==> src/rtl/fetch_stage.sv <==
// fetch_stage: instruction fetch for the 5-stage pipeline.
// Owns the PC and drives the imem address. It tracks the single in-flight
// synchronous imem read and fills the F/D latch. A one-entry skid register
// keeps the instruction that returns while decode is stalled.
// Optional build macro: FETCH_PERF_CNT_EN adds the stall_cycles and
// bubble_cycles counters.
module fetch_stage #(
   parameter int          ADDR_WIDTH = 12,
   parameter logic [31:0] RESET_PC   = 32'd0
) (
   input  logic                  clock,
   input  logic                  reset,
   output logic [ADDR_WIDTH-1:0] address_imem,
   input  logic [31:0]           q_imem,
   input  logic                  stall,
   input  logic                  redirect,
   input  logic [31:0]           redirect_pc,
   output logic                  fd_valid,
   output logic [31:0]           fd_insn,
   output logic [31:0]           fd_pc,
   output logic [31:0]           fd_pc_plus1,
   output logic [31:0]           pc_out
`ifdef FETCH_PERF_CNT_EN
   ,
   output logic [31:0]           stall_cycles,
   output logic [31:0]           bubble_cycles
`endif
);

   // EMPTY: the in-flight slot holds no real read. RUN: streaming.
   // HOLD: decode is stalled and the skid register holds the returned word.
   typedef enum logic [1:0] {EMPTY, RUN, HOLD} state_t;

   state_t      state, state_nxt;
   logic [31:0] pc, pc_nxt;
   logic [31:0] infl_pc, infl_pc_nxt;
   logic        infl_valid, infl_valid_nxt;
   logic [31:0] skid_insn, skid_insn_nxt;
   logic [31:0] skid_pc, skid_pc_nxt;
   logic        skid_valid, skid_valid_nxt;
   logic        fd_valid_q, fd_valid_nxt;
   logic [31:0] fd_insn_q, fd_insn_nxt;
   logic [31:0] fd_pc_q, fd_pc_nxt;
   logic [31:0] ret_insn;

   // The returning word is a nop unless the read that produced it was real.
   assign ret_insn = infl_valid ? q_imem : 32'd0;

   // Next-state and next-register values: redirect > stall > normal.
   always_comb begin
      // NOTE: every signal gets a hold default first, so no path can infer a latch.
      state_nxt      = state;
      pc_nxt         = pc;
      infl_pc_nxt    = infl_pc;
      infl_valid_nxt = infl_valid;
      skid_insn_nxt  = skid_insn;
      skid_pc_nxt    = skid_pc;
      skid_valid_nxt = skid_valid;
      fd_valid_nxt   = fd_valid_q;
      fd_insn_nxt    = fd_insn_q;
      fd_pc_nxt      = fd_pc_q;

      if (redirect) begin
         // Squash everything on the wrong path, including a held skid entry.
         fd_valid_nxt   = 1'b0;
         fd_insn_nxt    = 32'd0;
         infl_valid_nxt = 1'b0;
         skid_valid_nxt = 1'b0;
         pc_nxt         = redirect_pc;
         state_nxt      = EMPTY;
      end else if (state == HOLD) begin
         if (!stall) begin
            // Drain the skid into F/D and re-issue the read of pc, which
            // imem has been presenting throughout the hold.
            fd_valid_nxt   = skid_valid;
            fd_insn_nxt    = skid_insn;
            fd_pc_nxt      = skid_pc;
            infl_pc_nxt    = pc;
            infl_valid_nxt = 1'b1;
            pc_nxt         = pc + 32'd1;
            skid_valid_nxt = 1'b0;
            state_nxt      = RUN;
         end
      end else if (stall) begin
         // F/D is frozen, so park the returning word in the skid.
         skid_valid_nxt = infl_valid;
         skid_insn_nxt  = ret_insn;
         skid_pc_nxt    = infl_pc;
         infl_pc_nxt    = pc;
         infl_valid_nxt = 1'b1;
         state_nxt      = HOLD;
      end else begin
         fd_valid_nxt   = infl_valid;
         fd_insn_nxt    = ret_insn;
         fd_pc_nxt      = infl_pc;
         infl_pc_nxt    = pc;
         infl_valid_nxt = 1'b1;
         pc_nxt         = pc + 32'd1;
         state_nxt      = RUN;
      end
   end

   // Register update; synchronous active-low reset overrides all controls.
   always_ff @(posedge clock) begin
      // NOTE: sequential state uses non-blocking assignments so that every
      // register samples the pre-edge values.
      if (!reset) begin
         state      <= EMPTY;
         pc         <= RESET_PC;
         infl_pc    <= RESET_PC;
         infl_valid <= 1'b0;
         skid_insn  <= 32'd0;
         skid_pc    <= 32'd0;
         skid_valid <= 1'b0;
         fd_valid_q <= 1'b0;
         fd_insn_q  <= 32'd0;
         fd_pc_q    <= 32'd0;
      end else begin
         state      <= state_nxt;
         pc         <= pc_nxt;
         infl_pc    <= infl_pc_nxt;
         infl_valid <= infl_valid_nxt;
         skid_insn  <= skid_insn_nxt;
         skid_pc    <= skid_pc_nxt;
         skid_valid <= skid_valid_nxt;
         fd_valid_q <= fd_valid_nxt;
         fd_insn_q  <= fd_insn_nxt;
         fd_pc_q    <= fd_pc_nxt;
      end
   end

   assign address_imem = pc[ADDR_WIDTH-1:0];
   assign pc_out       = pc;
   assign fd_valid     = fd_valid_q;
   assign fd_insn      = fd_insn_q;
   assign fd_pc        = fd_pc_q;
   assign fd_pc_plus1  = fd_pc_q + 32'd1;

`ifdef FETCH_PERF_CNT_EN
   // Saturating event counters for stalled edges and bubble-loading edges.
   always_ff @(posedge clock) begin
      if (!reset) begin
         stall_cycles  <= 32'd0;
         bubble_cycles <= 32'd0;
      end else begin
         if (stall && !redirect && (stall_cycles != 32'hFFFF_FFFF))
            stall_cycles <= stall_cycles + 32'd1;
         if (!fd_valid_nxt && (bubble_cycles != 32'hFFFF_FFFF))
            bubble_cycles <= bubble_cycles + 32'd1;
      end
   end
`endif

endmodule

==> config.mk <==
export PLATFORM = sky130hd
export DESIGN_NAME = fetch_stage
export DESIGN_NICKNAME = d
export VERILOG_FILES = /design/src/rtl/fetch_stage.sv
export SDC_FILE = /design/constraint.sdc
export NUM_CORES = 1
export LEC_CHECK = 0
export CAP_MARGIN = 20
export CELL_PAD_IN_SITES_DETAIL_PLACEMENT = 1
export CELL_PAD_IN_SITES_GLOBAL_PLACEMENT = 2
export CORE_MARGIN = 1
export CORE_UTILIZATION = 29
export CTS_CLUSTER_SIZE = 16
export DETAILED_ROUTE_END_ITERATION = 8
export MAX_ROUTING_LAYER = met4
export PLACE_DENSITY_LB_ADDON = 0.15
export RECOVER_POWER = 25
export SYNTH_ARGS = -nofsm -noshare
export SYNTH_HDL_FRONTEND = slang
export SYNTH_SLANG_ARGS = --single-unit
export TNS_END_PERCENT = 10
==> constraint.sdc <==
create_clock -name clock -period 3 [get_ports clock]
set_input_delay 0.45 -clock clock [delete_from_list [all_inputs] [get_ports clock]]
set_output_delay 0.45 -clock clock [all_outputs]
set_load 0.1 [all_outputs]
run_1/clock_map.png
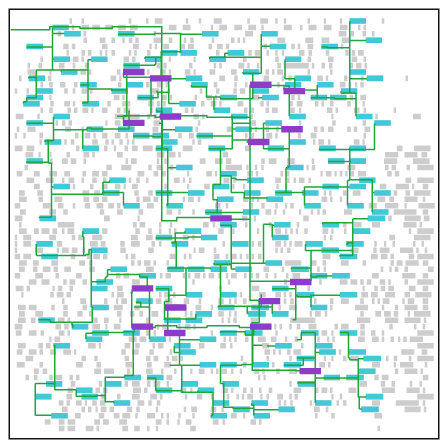
- clock wires: green (length 2760 um)
- flip-flops: cyan (count 197)
- cells driving clock nets: purple (count 17)
- flops lie: widely spread
- routed clock nets: 18

run_1/pins.png
Pins as bars across the die edge, other pins in grey.
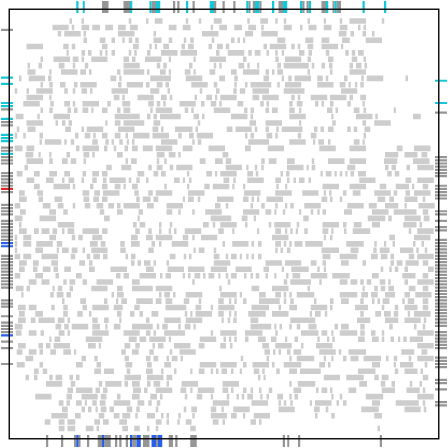
- reset: red (pins 1; direction input; edge west)
- fd_insn: cyan (pins 32; direction output; edge 21 north, 9 west, 2 east)
- address_imem: blue (pins 12; direction output; edge 9 south, 3 west)
- all pins by edge: 63 east, 61 west, 47 north, 38 south
Die Span Y: 183 um
Die Width: 183 um
Port Buf Inserts: 208

run_1/final_placement.png
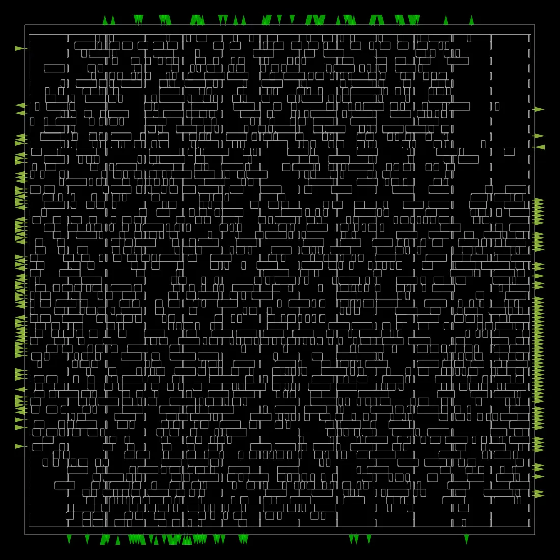
Fillers: 3852
Seq area share: 0.323

run_1/port_nets.png
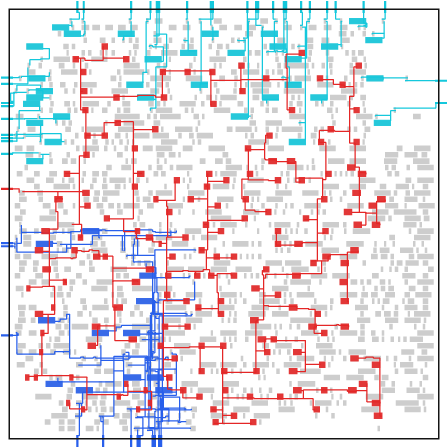
- address_imem: blue (direction output; edge 9 south, 3 west; end cells 12; wire 1320 um)
- fd_insn: cyan (direction output; edge 21 north, 9 west, 2 east; end cells 32; wire 929 um)
- reset: red (direction input; edge west; end cells 168; wire 1920 um)
IO Pins: 209

==> reports/metrics.yaml, run 1 <==
dr.pass1.iters: 5
slowest_stage: "or4_1"
combPwrFrac: 0.215
yosysChipArea_mm2: 0.00949
hold_end: "pc_out[27]$_SDFFE_PN0P_"
drc: 0
cp.arrival_ns: 2.34
grt_pass1_vias: 8754
async_flop_share: 0
drive_above_1_share: 0.137
synth_cells: 1200
leakage_uw: 0.00455
required_ns: 2.55
syn-num-nets: 1273
chipArea_mm2: 0.0334
fin_area_mm2: 0.0123
fin_crit_sh: 0.929
top_area_cell: "dfxtp_1"
gr-total-overflow: 0
synth.most_common_cell: "nand2_1"
post_cts_buffers: 0
hold_depth: 2
finalMaxSlewViolations: 0
power_density_mw_per_mm2: 551
dpl_cell_area_mm2: 0.0120
most-common-layout-cells: "319 x nand2_1, 172 x dfxtp_1, 127 x nand3_1, 99 x a21boi_0, 77 x clkbuf_1"
root_buffer: "clkbuf_16"
cp-start-kind: "register"
core-area_mm2: 0.0319
path_cells: "nand4_1 -> or4_1 -> nor3_1 -> xor2_2 -> buf_12"
p_clk_frac: 0.361
crit_path_end_kind: "primary output"
drv_cap: 0
ff_type: "dfxtp_1"
top_cell_area_share: 0.416
cts_sinks: 197
synth_cell_type_count: 50
hpwl_um: 20500
status: "finished, final reports clean"
-- run 1: final cells by class --
| cell class | count | area (um^2) | area share |
|---|---|---|---|
| inverters | 8 | 30.0 | 0.00244 |
| well taps | 435 | 544 | 0.0443 |
| clock inverters | 15 | 193 | 0.0157 |
| multi-input cells | 880 | 5230 | 0.425 |
| repair buffers | 235 | 1910 | 0.155 |
| clock buffers | 17 | 425 | 0.0346 |
| flip-flops and latches | 197 | 3980 | 0.323 |
-- run 1: logic make-up after synthesis --
| kind of cell | after synthesis | share of synthesized area |
|---|---|---|
| simple gates | 567 | 0.277 |
| compound gates | 266 | 0.206 |
| flops | 197 | 0.416 |
| buf+inv | 123 | 0.0558 |
| xor+xnor | 40 | 0.0369 |
| fa+ha+maj | 5 | 0.00659 |
| mux | 2 | 0.00211 |
-- run 1: worst register-to-register path: stages, from the launching register on --
cell	delay, ns
dfxtp_1	0.58
and4_1	0.51
nand4_1	0.14
buf_4	0.24
or4_1	0.50
o2111a_1	0.27
-- run 1: through the flow --
stage	std cells	setup TNS (ns)
finish	1787	0
floorplan	1200	-2.81
global route	1787	0
CTS	1787	0
detailed placement	1755	0
global placement	1755	0
-- run 1: metal layers --
layer | global-route usage | vias to the layer above | wire (um)
li1 | - | 4438 | -
met1 | 0.278 | 4190 | 16300
met2 | 0.276 | 195 | 13000
met3 | 0.0284 | 22 | 1100
met4 | 0.0423 | 0 | 332
met5 | - | - | 0
-- run 1: power by group through the flow --
stage	Combinational, uW	Clock (uW)	Sequential, uW
finish	1460	2450	2870
CTS	1510	2530	2880
detailed placement	1510	0	2940
global route	1540	2630	2900
floorplan	657	0	3320
global placement	1500	0	2940
run_1/metal_stack.png
Scale bar: 50 um.
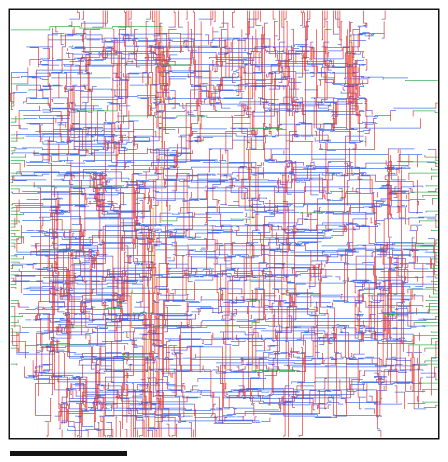

==> run 2, diff against run 1 <==
--- a/config.mk
+++ b/config.mk
@@ -13,8 +13,9 @@
 export CTS_CLUSTER_SIZE = 16
 export DETAILED_ROUTE_END_ITERATION = 8
 export MAX_ROUTING_LAYER = met4
-export PLACE_DENSITY_LB_ADDON = 0.15
+export PLACE_DENSITY = 0.85
 export RECOVER_POWER = 25
+export SETUP_SLACK_MARGIN = 0.2
 export SYNTH_ARGS = -nofsm -noshare
 export SYNTH_HDL_FRONTEND = slang
 export SYNTH_SLANG_ARGS = --single-unit
run_2/metal_stack.png
Scale bar: 50 um.
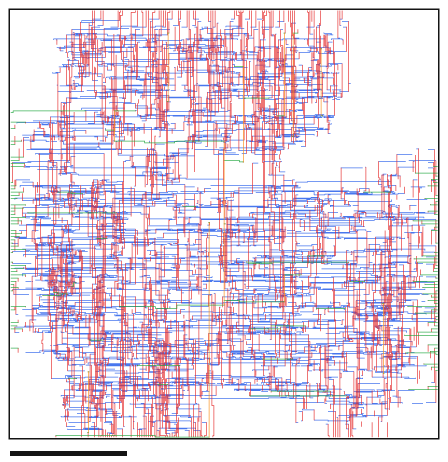
- met1: blue (wire length 15400 um)
- met2: red (wire length 14000 um)
- met4: orange (wire length 420 um)
- met3: green (wire length 962 um)
routed wire length: 30800 um
routed length per instance: 17.2 um
DR vias: 9054

==> run 2 against run 1 <==
- design area up 2.5%
- global-route usage is 0.094 points lower
- utilization grew 0.95 points
- fmax increased by 0.99%
- sequential cell count did not move
- final cell count is 0.11% higher
- critical path depth is the same
- clock skew decreased by 0.0035 ns
- critical path type unchanged
- non-clock buffer count increased by 2
- register-to-register slack got worse by 0.06 ns
- critical endpoint unchanged
- area after synthesis unchanged
- the flow now finishes with violations (capacitance limit, slew limit)
==> reports/metrics.yaml, run 2 <==
p_clk_frac: 0.349
dpl_cell_area_mm2: 0.0122
power_density_mw_per_mm2: 532
gr-usage-met2: 0.291
synth_cells: 1200
synth.most_common_cell: "nand2_1"
cp-start-kind: "register"
fp.dieH_um: 183
finalMaxSlewViolations: 67
post_cts_buffers: 0
top_power_group: "sequential cells"
async_flop_share: 0
synth_cell_type_count: 50
status: "finished with violations"
use_met1: 0.262
cts_sinks: 197
syn-num-nets: 1273
place.port_buffers: 208
fin_crit_sh: 0.920
place_inst: 1753
root_buffer: "clkbuf_16"
crit_path_end_kind: "primary output"
drv_cap: 1
slowest_stage: "or4_4"
leakage_uw: 0.00467
fin_tns_setup_ns: 0
violations: "capacitance limit, slew limit"
cp.arrival_ns: 2.31
dr.pass1.iters: 4
path_cells: "nand4_1 -> or4_4 -> nor3_4 -> xor2_4 -> buf_12"
required_ns: 2.55
drc: 0
==> run 2: cell counts after synthesis <==
Identical to the previous run, type by type.
==> run 2: cell families (layout without fill, tap and decap cells) <==
| kind of cell | count (synthesis) | count (layout) | share of synthesized area |
|---|---|---|---|
| AND/OR/NAND/NOR | 567 | 567 | 0.277 |
| AND-OR/OR-AND | 266 | 266 | 0.206 |
| flip-flops | 197 | 197 | 0.416 |
| buffers and inverters | 123 | 277 | 0.0558 |
| XOR/XNOR | 40 | 40 | 0.0369 |
| adder cells (fa/ha/maj) | 5 | 5 | 0.00659 |
| multiplexers | 2 | 2 | 0.00211 |
==> run 2: layout make-up <==
| class | count | area, um^2 | share of cell area |
|---|---|---|---|
| Sequential cell | 197 | 3990 | 0.316 |
| Clock buffer | 17 | 425 | 0.0338 |
| Tap cell | 435 | 544 | 0.0432 |
| Multi-Input combinational cell | 880 | 5520 | 0.438 |
| Clock inverter | 15 | 164 | 0.0130 |
| Timing Repair Buffer | 237 | 1930 | 0.153 |
| Inverter | 8 | 30.0 | 0.00238 |
==> run 2: worst min path at each step <==
stage                                   from                       end  slack [ns]  depth (start not counted)
finish                                 reset   pc_out[27]$_SDFFE_PN0P_        0.40                          2
global route                           reset   pc_out[16]$_SDFFE_PN0P_        0.39                          2
CTS                                    reset   pc_out[27]$_SDFFE_PN0P_        0.38                          2
detailed placement  fd_insn[17]$_SDFFE_PP0N_  fd_insn[17]$_SDFFE_PP0N_        0.45                          2
global placement     skid_valid$_SDFFE_PP0P_   skid_valid$_SDFFE_PP0P_        0.44                          2
floorplan            skid_valid$_SDFFE_PP0P_   skid_valid$_SDFFE_PP0P_        0.43                          2
==> run 2: per-layer routing <==
layer  part of all wire  routed length, um
met1               0.50              15400
met2               0.45              14000
met3              0.031                961
met4              0.014                420
met5                  0                  0
Power figures rest on the tool's default switching activity, not on a simulated workload.
